Fig. 1: the metal 1 layer
Cells faint in the background.
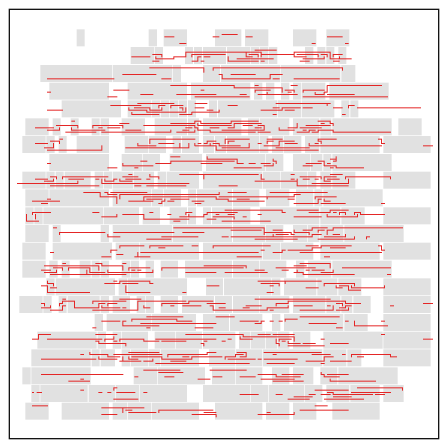
Fig. 2: met2 routing
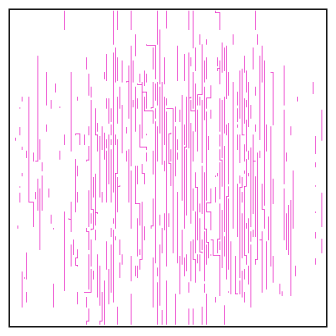
Fig. 3: M3 wires
Cells faint in the background.
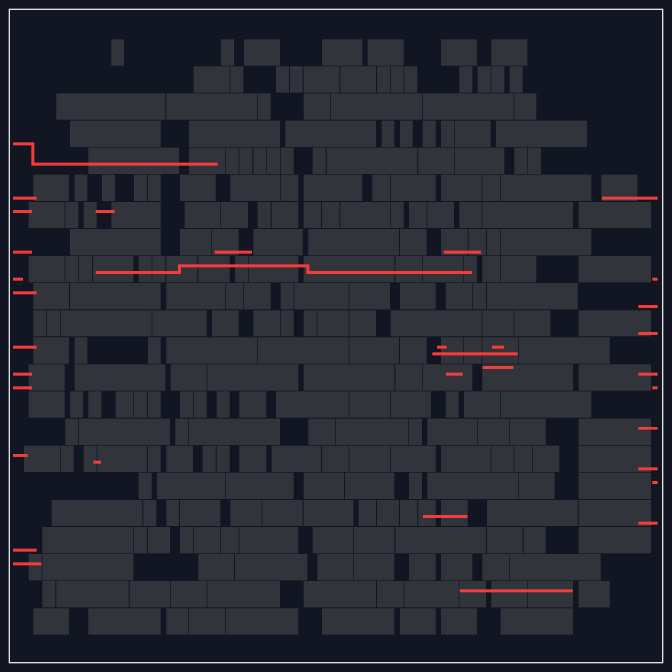
Fig. 4: routing congestion
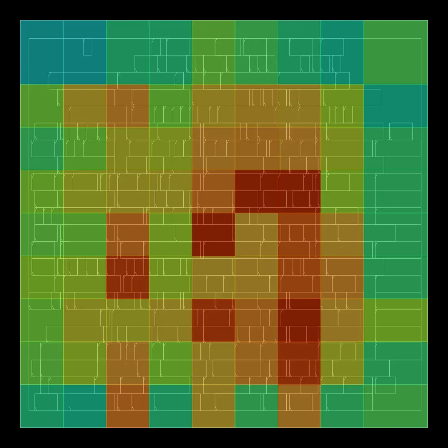
Fig. 5: where the registers sit
Bar = 20 um.
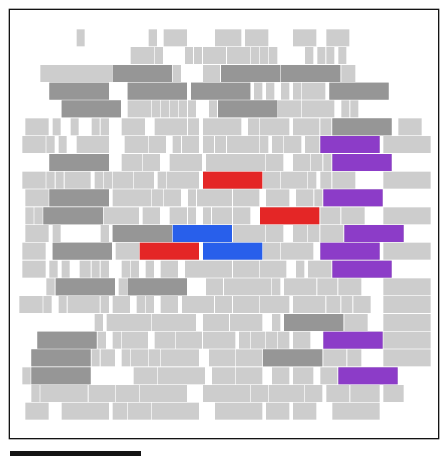
**config.mk**
```make
export PLATFORM = sky130hd
export DESIGN_NAME = serial_alu_seq
export DESIGN_NICKNAME = d
export VERILOG_FILES = /design/src/rtl/serial_alu_seq.sv
export SDC_FILE = /design/constraint.sdc
export NUM_CORES = 1
export LEC_CHECK = 0
export CAP_MARGIN = 20
export CORE_UTILIZATION = 43
export CTS_CLUSTER_DIAMETER = 200
export DETAILED_ROUTE_END_ITERATION = 16
export GPL_TIMING_DRIVEN = 1
export PLACE_DENSITY = 0.73
export SYNTH_ARGS = -nofsm -noshare
export SYNTH_HDL_FRONTEND = slang
export SYNTH_SLANG_ARGS = --single-unit
```
**constraint.sdc**
```tcl
create_clock -name clk -period 1.4 [get_ports clk]
set_input_delay 0.28 -clock clk [delete_from_list [all_inputs] [get_ports clk]]
set_output_delay 0.28 -clock clk [all_outputs]
set_load 0.05 [all_outputs]
```
**src/rtl/serial_alu_seq.sv**
```systemverilog
// serial_alu_seq: bit-serial sequencer that drives an external combinational
// 1-bit ALU slice LSB first, completes the carry chain the slice's half adder
// lacks, and returns a registered WIDTH-bit result with carry/done/err/flags.
// Latency: operands accepted at edge E0, bits captured at E1..E_WIDTH, done
// is high for the cycle after E_WIDTH. No backpressure: start is only
// sampled in IDLE, so a start while busy is dropped (no queuing, no err).
// Ports: clk, rst (async, active-high); request start/op_in/a_in/b_in;
// slice drive slice_a/slice_b/slice_ainv/slice_binv/slice_cinv/slice_op;
// slice return slice_s/slice_cout; status busy/done/err; outputs result,
// carry_out, zero, ovf.
// Macro ALU_SEQ_FLAGS_EN: when defined, zero and ovf are registered at DONE
// entry; when undefined both ports are tied to 0.
module serial_alu_seq #(
   parameter int WIDTH = 8
) (
   input  logic             clk,
   input  logic             rst,
   input  logic             start,
   input  logic [2:0]       op_in,
   input  logic [WIDTH-1:0] a_in,
   input  logic [WIDTH-1:0] b_in,
   output logic             slice_a,
   output logic             slice_b,
   output logic             slice_ainv,
   output logic             slice_binv,
   output logic             slice_cinv,
   output logic [2:0]       slice_op,
   input  logic             slice_s,
   input  logic             slice_cout,
   output logic             busy,
   output logic             done,
   output logic             err,
   output logic [WIDTH-1:0] result,
   output logic             carry_out,
   output logic             zero,
   output logic             ovf
);

   localparam int IW = $clog2(WIDTH);

   localparam logic [2:0] OP_AND = 3'd0;
   localparam logic [2:0] OP_OR  = 3'd1;
   localparam logic [2:0] OP_XOR = 3'd2;
   localparam logic [2:0] OP_NOR = 3'd3;
   localparam logic [2:0] OP_ADD = 3'd4;
   localparam logic [2:0] OP_SUB = 3'd5;

   typedef enum logic [1:0] {
      S_IDLE = 2'd0,
      S_RUN  = 2'd1,
      S_DONE = 2'd2
   } state_t;

   state_t           state;
   state_t           state_nxt;

   logic [WIDTH-1:0] a_reg;
   logic [WIDTH-1:0] b_reg;
   logic [2:0]       op_reg;
   logic [IW-1:0]    idx;
   logic             carry;

   logic             op_legal;
   logic             accept;
   logic             is_sub;
   logic             is_arith;
   logic             last_bit;
   logic             bit_res;
   logic             carry_nxt;
   logic [WIDTH-1:0] res_nxt;

   assign op_legal = (op_in <= OP_SUB);
   assign accept   = (state == S_IDLE) && start && op_legal;
   assign is_sub   = (op_reg == OP_SUB);
   assign is_arith = (op_reg == OP_ADD) || is_sub;
   assign last_bit = (idx == IW'(WIDTH - 1));

   // The slice only forms a_eff ^ b_eff and a_eff & b_eff; fold in the
   // running carry here to make a full adder. SUB starts with carry=1 so
   // a + ~b + 1 gives the two's-complement difference.
   assign bit_res   = is_arith ? (slice_s ^ carry) : slice_s;
   assign carry_nxt = slice_cout | (slice_s & carry);

   always_comb begin
      res_nxt      = result;
      res_nxt[idx] = bit_res;
   end

   assign busy       = (state != S_IDLE);
   assign done       = (state == S_DONE);
   assign slice_ainv = 1'b0;

   // ---------------------------------------------------------------------
   // FSM
   // ---------------------------------------------------------------------
   always_ff @(posedge clk or posedge rst) begin
      if (rst) begin
         state <= S_IDLE;
      end else begin
         state <= state_nxt;
      end
   end

   always_comb begin
      state_nxt = state;
      case (state)
         S_IDLE:  if (accept) state_nxt = S_RUN;
         S_RUN:   if (last_bit) state_nxt = S_DONE;
         S_DONE:  state_nxt = S_IDLE;
         default: state_nxt = S_IDLE;
      endcase
   end

   // ---------------------------------------------------------------------
   // Slice drive: quiet (all zero, AND select) outside RUN
   // ---------------------------------------------------------------------
   always_comb begin
      slice_a    = 1'b0;
      slice_b    = 1'b0;
      slice_binv = 1'b0;
      slice_cinv = 1'b0;
      slice_op   = 3'b000;
      if (state == S_RUN) begin
         slice_a    = a_reg[idx];
         slice_b    = b_reg[idx];
         slice_binv = is_sub;
         slice_cinv = is_sub;
         case (op_reg)
            OP_AND:  slice_op = 3'b000;
            OP_OR:   slice_op = 3'b100;
            OP_XOR:  slice_op = 3'b010;
            OP_NOR:  slice_op = 3'b110;
            default: slice_op = 3'b001;
         endcase
      end
   end

   // ---------------------------------------------------------------------
   // Datapath
   // ---------------------------------------------------------------------
   always_ff @(posedge clk or posedge rst) begin
      if (rst) begin
         a_reg     <= '0;
         b_reg     <= '0;
         op_reg    <= 3'd0;
         idx       <= '0;
         carry     <= 1'b0;
         result    <= '0;
         carry_out <= 1'b0;
         err       <= 1'b0;
      end else begin
         err <= (state == S_IDLE) && start && !op_legal;
         case (state)
            S_IDLE: begin
               if (accept) begin
                  a_reg     <= a_in;
                  b_reg     <= b_in;
                  op_reg    <= op_in;
                  idx       <= '0;
                  carry     <= (op_in == OP_SUB);
                  result    <= '0;
                  carry_out <= 1'b0;
               end
            end
            S_RUN: begin
               result <= res_nxt;
               // Logic ops keep carry at 0 so carry_out falls out as 0.
               carry  <= is_arith & carry_nxt;
               if (last_bit) begin
                  carry_out <= is_arith & carry_nxt;
               end else begin
                  idx <= idx + 1'b1;
               end
            end
            default: ;
         endcase
      end
   end

`ifdef ALU_SEQ_FLAGS_EN
   logic zero_q;
   logic ovf_q;
   logic a_msb;
   logic b_eff_msb;

   assign a_msb     = a_reg[WIDTH-1];
   assign b_eff_msb = b_reg[WIDTH-1] ^ is_sub;

   // On the last RUN edge bit_res is the result MSB.
   always_ff @(posedge clk or posedge rst) begin
      if (rst) begin
         zero_q <= 1'b0;
         ovf_q  <= 1'b0;
      end else if (accept) begin
         zero_q <= 1'b0;
         ovf_q  <= 1'b0;
      end else if ((state == S_RUN) && last_bit) begin
         zero_q <= (res_nxt == '0);
         ovf_q  <= is_arith && (a_msb == b_eff_msb) && (bit_res != a_msb);
      end
   end

   assign zero = zero_q;
   assign ovf  = ovf_q;
`else
   assign zero = 1'b0;
   assign ovf  = 1'b0;
`endif

endmodule

```
==> qor.csv <==
stage,metric,value,unit
cells_and_area,clock buf count,6,
job,OpenROAD warnings,29,
power,Seq pwr share,0.249,
global_route,gr usage total,0.231,
timing,endpoints failing hold,0,
placement,post-detail-place hpwl,2550,um
timing,RSZ-0062 raised after global routing,true,
power,P_int,4.25,mW
power,switching pwr,3.09,mW
setup_path,crit path DAT,1610,ps
setup_path,crit-path max FO,5,
setup_path,Setup crit end kind,output port,
route,mean number of vias per cell,5.04,
cells_and_area,Comb/total area,0.345,
clocking,post-cts hold-fix buffer tally,0,
timing,Pins Over Slew Limit,0,
logic_synthesis,Syn Inst Count,194,
timing,fin crit share,1.35,
route,Final ANT Viol Nets,0,
cells_and_area,Non-Filler Instances,314,
clocking,CTS Buffer Depth,2,
setup_path,R2R Setup Slk,-180,ps
floorplan,Tapcells,48,
job,max_cap viols,0,
floorplan,die y size,65.5,um
timing,setup TNS,-5880,ps
floorplan,Core Util at FP,0.459,
timing,setup slack after layout,-488,ps
logic_synthesis,yosys stat chip area,1730,sq um
clocking,CTS H-Tree Depth,2,
power,power per standard cell area,2480,nW/um^2
logic_synthesis,post-synthesis area per instance,8.93,sq um
cells_and_area,ANT cells,0,
cells_and_area,Non-clock inverters,2,
setup_path,Startpoint Class,flip-flop,
power,leakage,1.40,nW
floorplan,chip footprint,4290,sq um
logic_synthesis,Async SR Flop Fraction,1.00,
power,Gate power share,0.622,
run_status,failing checks,setup timing,
global_route,initial antenna violation count,0,
timing,Setup Viol. Count Final,42,
timing,min Tclk post-route,1890,ps
floorplan,core area,3770,sq um
global_route,GRT Residual Overflow,0,
clocking,Worst-path clk slew,80,ps
worst_hold_path,worst min-delay path category,input pin to async pin,
timing,maximum clock frequency,0.530,GHz
power,clock network fraction of total power,0.129,
run_status,status,"complete, but fails checks",
floorplan,num rows,22,
setup_path,crit path DRT,1120,ps
placement,Placement Setup Slack,-413,ps
clocking,Latency at later pin,290,ps
cells_and_area,Clock-cell share,0.0397,
logic_synthesis,Synth cell types,35,
logic_synthesis,"Top FF cell, synth",dfrtp_1,
cells_and_area,Non-clk bufs,73,
logic_synthesis,Mapped Area,1730,sq um
## Picture notes: Fig. 1
nets with wire on the layer: 252
longest straight run: 19.8 um
wire length on this layer: 1,900 um
main direction: horizontal
Post-Route WL: 4380 um
vias: 1,581
grt met1 use: 0.283

## Picture notes: Fig. 2
longest straight run: 32.0 um
share of all routed wire: 52%
wire length on this layer: 2,290 um
nets with wire on the layer: 239
met2 usage in global routing: 0.379

## Picture notes: Fig. 3
share of all routed wire: 3.1%
nets with wire on the layer: 29
GR Util met3: 0.0677

## Picture notes: Fig. 4
post-DR wirelength/cell: 14.0 um
Finished Core Util: 0.786
Most Crowded Layer GR: met2

## Picture notes: Fig. 5
| signal | color | flops |
|---|---|---|
| result | purple | 8 |
| idx | red | 3 |
| state | blue | 2 |
register area: 876 sq um
flop share of the area: 0.295
Seq power: 1.83 mW

[kinds of logic (layout without fill, tap and decap cells)]
| group | count (synthesis) | after routing | share of synthesized area |
|---|---|---|---|
| other | 1 | 3 | 0.00217 |
| AND/OR/NAND/NOR | 107 | 110 | 0.280 |
| buffers and inverters | 16 | 83 | 0.0571 |
| multiplexers | 9 | 9 | 0.0535 |
| flip-flops | 35 | 35 | 0.506 |
| AND-OR/OR-AND | 23 | 23 | 0.0795 |
| adder cells (fa/ha/maj) | 3 | 3 | 0.0217 |
[final timing paths]
kind / from / end / cells after the start
hold reg to reg: b_reg[7] / b_reg[7] / 2
hold / removal: rst / a_reg[4] / 3
setup reg to reg: state[1] / carry_out / 6
setup / recovery: idx[1] / slice_b / 5
min in group clk: b_reg[7] / b_reg[7] / 2
max in group asynchronous: rst / a_reg[5] / 3
[power by group through the flow]
stage / combinational [mW] / sequential, mW / clock, mW
after global placement: 3.79 / 1.79 / 0
after detailed placement: 3.84 / 1.81 / 0
after CTS: 4.33 / 1.82 / 0.954
after global routing: 4.88 / 1.88 / 1.02
final: 4.57 / 1.83 / 0.944
after floorplan: 2.06 / 2.10 / 0
[critical path, stage by stage (launching register included)]
cell     delay, ps
dfrtp_1        400
buf_4          170
mux2i_1        130
a211o_1        300
a21oi_4        160
buf_6          170
[cell usage in the layout, fill, tap and decap left out, types with 2 or more instances in the layout]
cell	Yosys	layout
a21oi_1	5	2
nor2b_1	5	3
o21ai_2	0	3
and2_4	0	2
nor2_4	0	4
clkdlybuf4s50_1	0	23
nand3_2	0	7
nor2b_4	0	2
mux2i_1	7	7
nand3_1	13	6
clkbuf_8	0	6
o21ai_0	7	3
nand2b_4	1	6
nand2_1	63	60
nor2_1	11	7
dfrtp_1	35	35
a21oi_4	0	3
nor3b_4	0	2
buf_12	0	19
nand2_2	0	3
o21ai_1	3	4
buf_6	2	8
conb_1	1	3
buf_4	5	22
nand3b_1	2	2
[stage by stage]
| step | power (mW) | utilization | hold WS (ps) | instance area, sq um |
|---|---|---|---|---|
| 6_report | 7.34 | 0.786 | 329 | 2960 |
| 2_1_floorplan | 4.16 | - | 385 | 1840 |
| 4_1_cts | 7.10 | 0.764 | 333 | 2880 |
| 3_5_place_dp | 5.66 | 0.678 | 457 | 2550 |
| 5_1_grt | 7.78 | 0.786 | 351 | 2960 |
| 3_3_place_gp | 5.58 | 0.678 | 453 | 2550 |
[routing by layer]
metal	up-vias	share of wire	wire length, um	GRT usage
met5	-	0	0	0
met4	0	0.014	60	0.0951
met3	8	0.030	133	0.0677
met2	40	0.52	2290	0.379
met1	751	0.43	1900	0.283
li1	782	-	-	-
[timing repair]
action / in CTS / in global routing
endpoints found under the setup margin: 39 / 44
cloned: 3 / 0
buffers inserted: 4 / 3
gates resized: 39 / 17
pin swaps: 15 / 4
[synth_stat cells (all sizes together) (2+ instances only)]
cell type  count  area, sq um
a21oi          6         33.8
and2           2         12.5
buf           11         80.1
clkbuf         3         11.3
dfrtp         35          876
ha             3         37.5
inv            2         7.51
mux2           2         22.5
mux2i          7         70.1
nand2         63          236
nand2b         3         26.3
nand3         13         65.1
nand3b         2         15.0
nor2          11         41.3
nor2b          5         31.3
nor3b          3         22.5
o21ai         10         50.0
Power is estimated from default activity; no workload was simulated.
